Figure 1. Signal wires on met2.
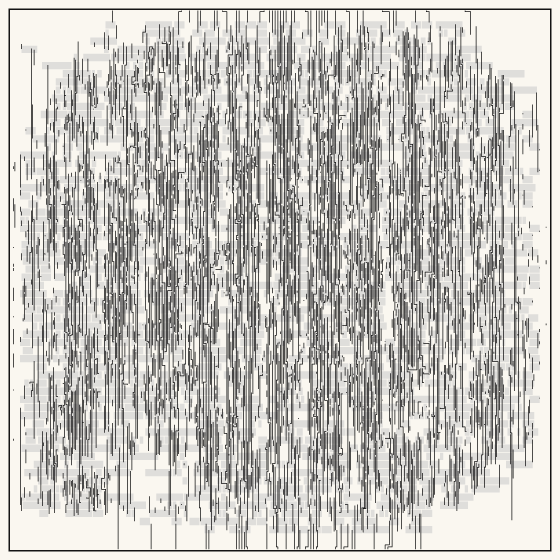
Figure 2. Cell classes on the final placement.
Fill, decap, tap and diode cells in gray.
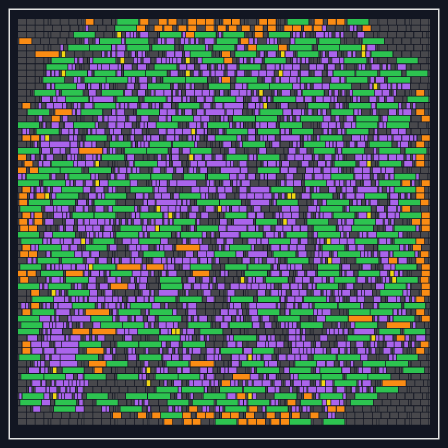
Figure 3. I/O nets highlighted.
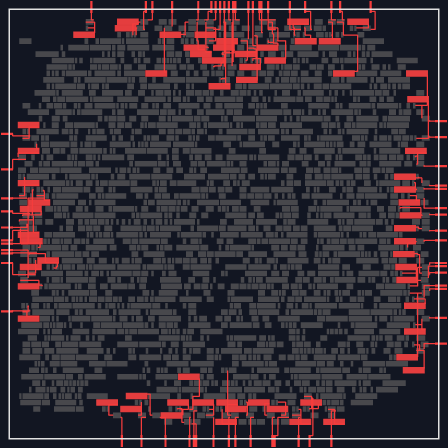
Figure 4. Signal wires on met3.
Bar = 50 um.
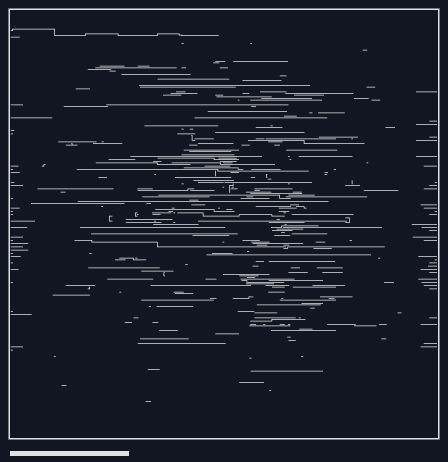
Figure 5. Cell outlines without signal wires.
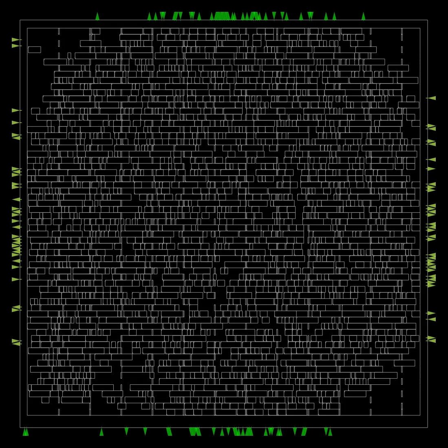
Design urng_taus64, sky130hd; sources not shown.
==> results.sh <==
# implementation run metrics
export IMPL_grt_start_max_net_pins=109
export IMPL_powerDensity_mw_per_mm2=252
export IMPL_flop_cell="dfrtp_1"
export IMPL_worst_r2r_path_depth=10
export IMPL_ys_ff=336
export IMPL_die_height_um=180
export IMPL_max_freq_ghz=0.161
export IMPL_synthDistinctLibCells=42
export IMPL_initCoreUtil=0.623
export IMPL_htree_num_levels=1
export IMPL_clk_latency_ns=0.97
export IMPL_p_comb_frac=0.562
export IMPL_die_w_um=180
export IMPL_setup_violations=0
export IMPL_dp_hpwl_mm=40.3
export IMPL_ys_cells=1844
export IMPL_period_minus_slack_ns=6.19
export IMPL_wl_per_cell_um=23.1
export IMPL_internal_power_uw=2780
export IMPL_seq_power_share=0.367
export IMPL_tool_warnings=38
export IMPL_postSynthSeqShare=0.461
export IMPL_netSwitchingFraction=0.461
export IMPL_async_flop_share=1.00
export IMPL_worst_setup_path_start_kind="register"
export IMPL_post_cts_buffers=0
export IMPL_reg2reg_slack_ns=12.53
export IMPL_drive_gt1_frac=0.102
export IMPL_cp_max_fo=5
export IMPL_fin_skew_ns=0.0742
export IMPL_critPathArrivalTime_ns=2.37
export IMPL_outcome="complete, no violations"
export IMPL_switching_power_uw=2380
export IMPL_largest_reg_flops=64
export IMPL_first_global_vias=13300
export IMPL_max_clock_path_buffers=3
export IMPL_dieArea_sq_mm=0.0326
export IMPL_required_ns=11.48
export IMPL_synth_chip_area_sq_mm=0.0186
-- Figure 1 (at the start) --
The layer carries 24.5 mm of wire. The layer holds 46% of the routed length.
final WL: 53.4 mm
via count: 13.5k
met2 global-route usage: 0.518

-- Figure 2 (at the start) --
Yellow is clock drivers and dummy loads, cells 47. Orange is remaining buffers and delay cells, cells 150. Purple is remaining logic cells, cells 1383. Green is sequential cells, cells 336.
design area: 0.0205 sq mm
core area: 0.0298 sq mm

-- Figure 3 (at the start) --
Red is delta_denorm, direction output, end cells 64, buffers 64, wire 1450 um.
IO Pins: 134
IO Port Bufs: 131

-- Figure 4 (at the start) --
The longest straight run is 105 um. The layer holds 7.4% of the routed length.
met3 usage: 0.0480

-- Figure 5 (at the start) --
num tapcells: 390
FP Rows: 63
Seq area share: 0.418
fill count: 2326

-- cells by family after synthesis --
family,Yosys count,synth area share
compound gates,389,0.109
xor+xnor,378,0.193
fa+ha+maj,9,0.00607
buf+inv,135,0.0384
flops,336,0.461
mux,199,0.108
simple gates,398,0.0860
-- layer usage --
layer	vias to the layer above	global-route usage	part of all wire
met4	0	0.120	0.048
met5	-	0	0
met2	525	0.518	0.46
li1	6220	-	-
met1	6659	0.461	0.42
met3	126	0.0480	0.074
-- layout make-up --
class / count / share of cell area
Multi-Input combinational cell: 1373 / 0.458
Sequential cell: 336 / 0.418
Timing Repair Buffer: 150 / 0.0866
Tap cell: 390 / 0.0238
Clock buffer: 47 / 0.0115
Inverter: 10 / 0.00220
Antenna cell: 2 / 0.000245
-- worst max-delay path, stage by stage (launching register included) --
cell	delay, ns
dfstp_2	0.59
inv_1	0.07
ha_1	0.31
clkdlybuf4s50_1	0.49
-- power groups by stage --
stage,logic (uW),registers (uW),clock network (uW)
after CTS,2880,1870,374
final,2900,1890,367
after detailed placement,2860,1890,0
after global placement,2810,1880,0
after global routing,3130,1910,407
after floorplan,2080,1660,0
-- metrics by stage --
stage	setup WS, ns	TNS [ns]	std cells	power, uW
global placement	-13.77	-3266.27	2240	4690
CTS	9.00	0	2306	5120
finish	9.11	0	2308	5160
floorplan	2.35	0	1719	3740
global route	8.97	0	2307	5450
detailed placement	8.44	0	2259	4750
-- cell usage after synthesis, types with 14 or more instances --
cell type,instances,area share
mux2i_1,196,0.11
nor2_1,143,0.029
o21ai_0,237,0.064
nand2_1,215,0.043
xor2_1,119,0.056
nand2b_1,25,0.0084
buf_2,54,0.015
a21oi_1,137,0.037
clkbuf_2,15,0.0040
clkbuf_1,26,0.0053
buf_4,23,0.0093
xnor2_1,240,0.11
dfstp_2,113,0.16
dfrtp_1,223,0.30
xnor3_1,14,0.017
-- cells in the final DEF, fill, tap and decap left out, types with 2 or more instances in the layout --
cell / count
xnor3_1: 14
buf_16: 10
dfstp_2: 113
xor2_1: 119
inv_1: 8
xor3_1: 5
mux2_2: 3
nand3_1: 2
mux2i_1: 195
o32a_1: 2
ha_1: 9
o22ai_4: 2
diode_2: 2
o21ai_0: 237
nand4_1: 3
a21oi_4: 2
o21ai_1: 3
nor2_1: 143
nor3_1: 3
clkbuf_2: 47
dfrtp_1: 223
xnor2_1: 240
or3_1: 2
buf_12: 9
nand2_1: 215
nand2b_1: 25
clkdlybuf4s50_1: 130
a21oi_1: 137
Power figures rest on the tool's default switching activity, not on a simulated workload.
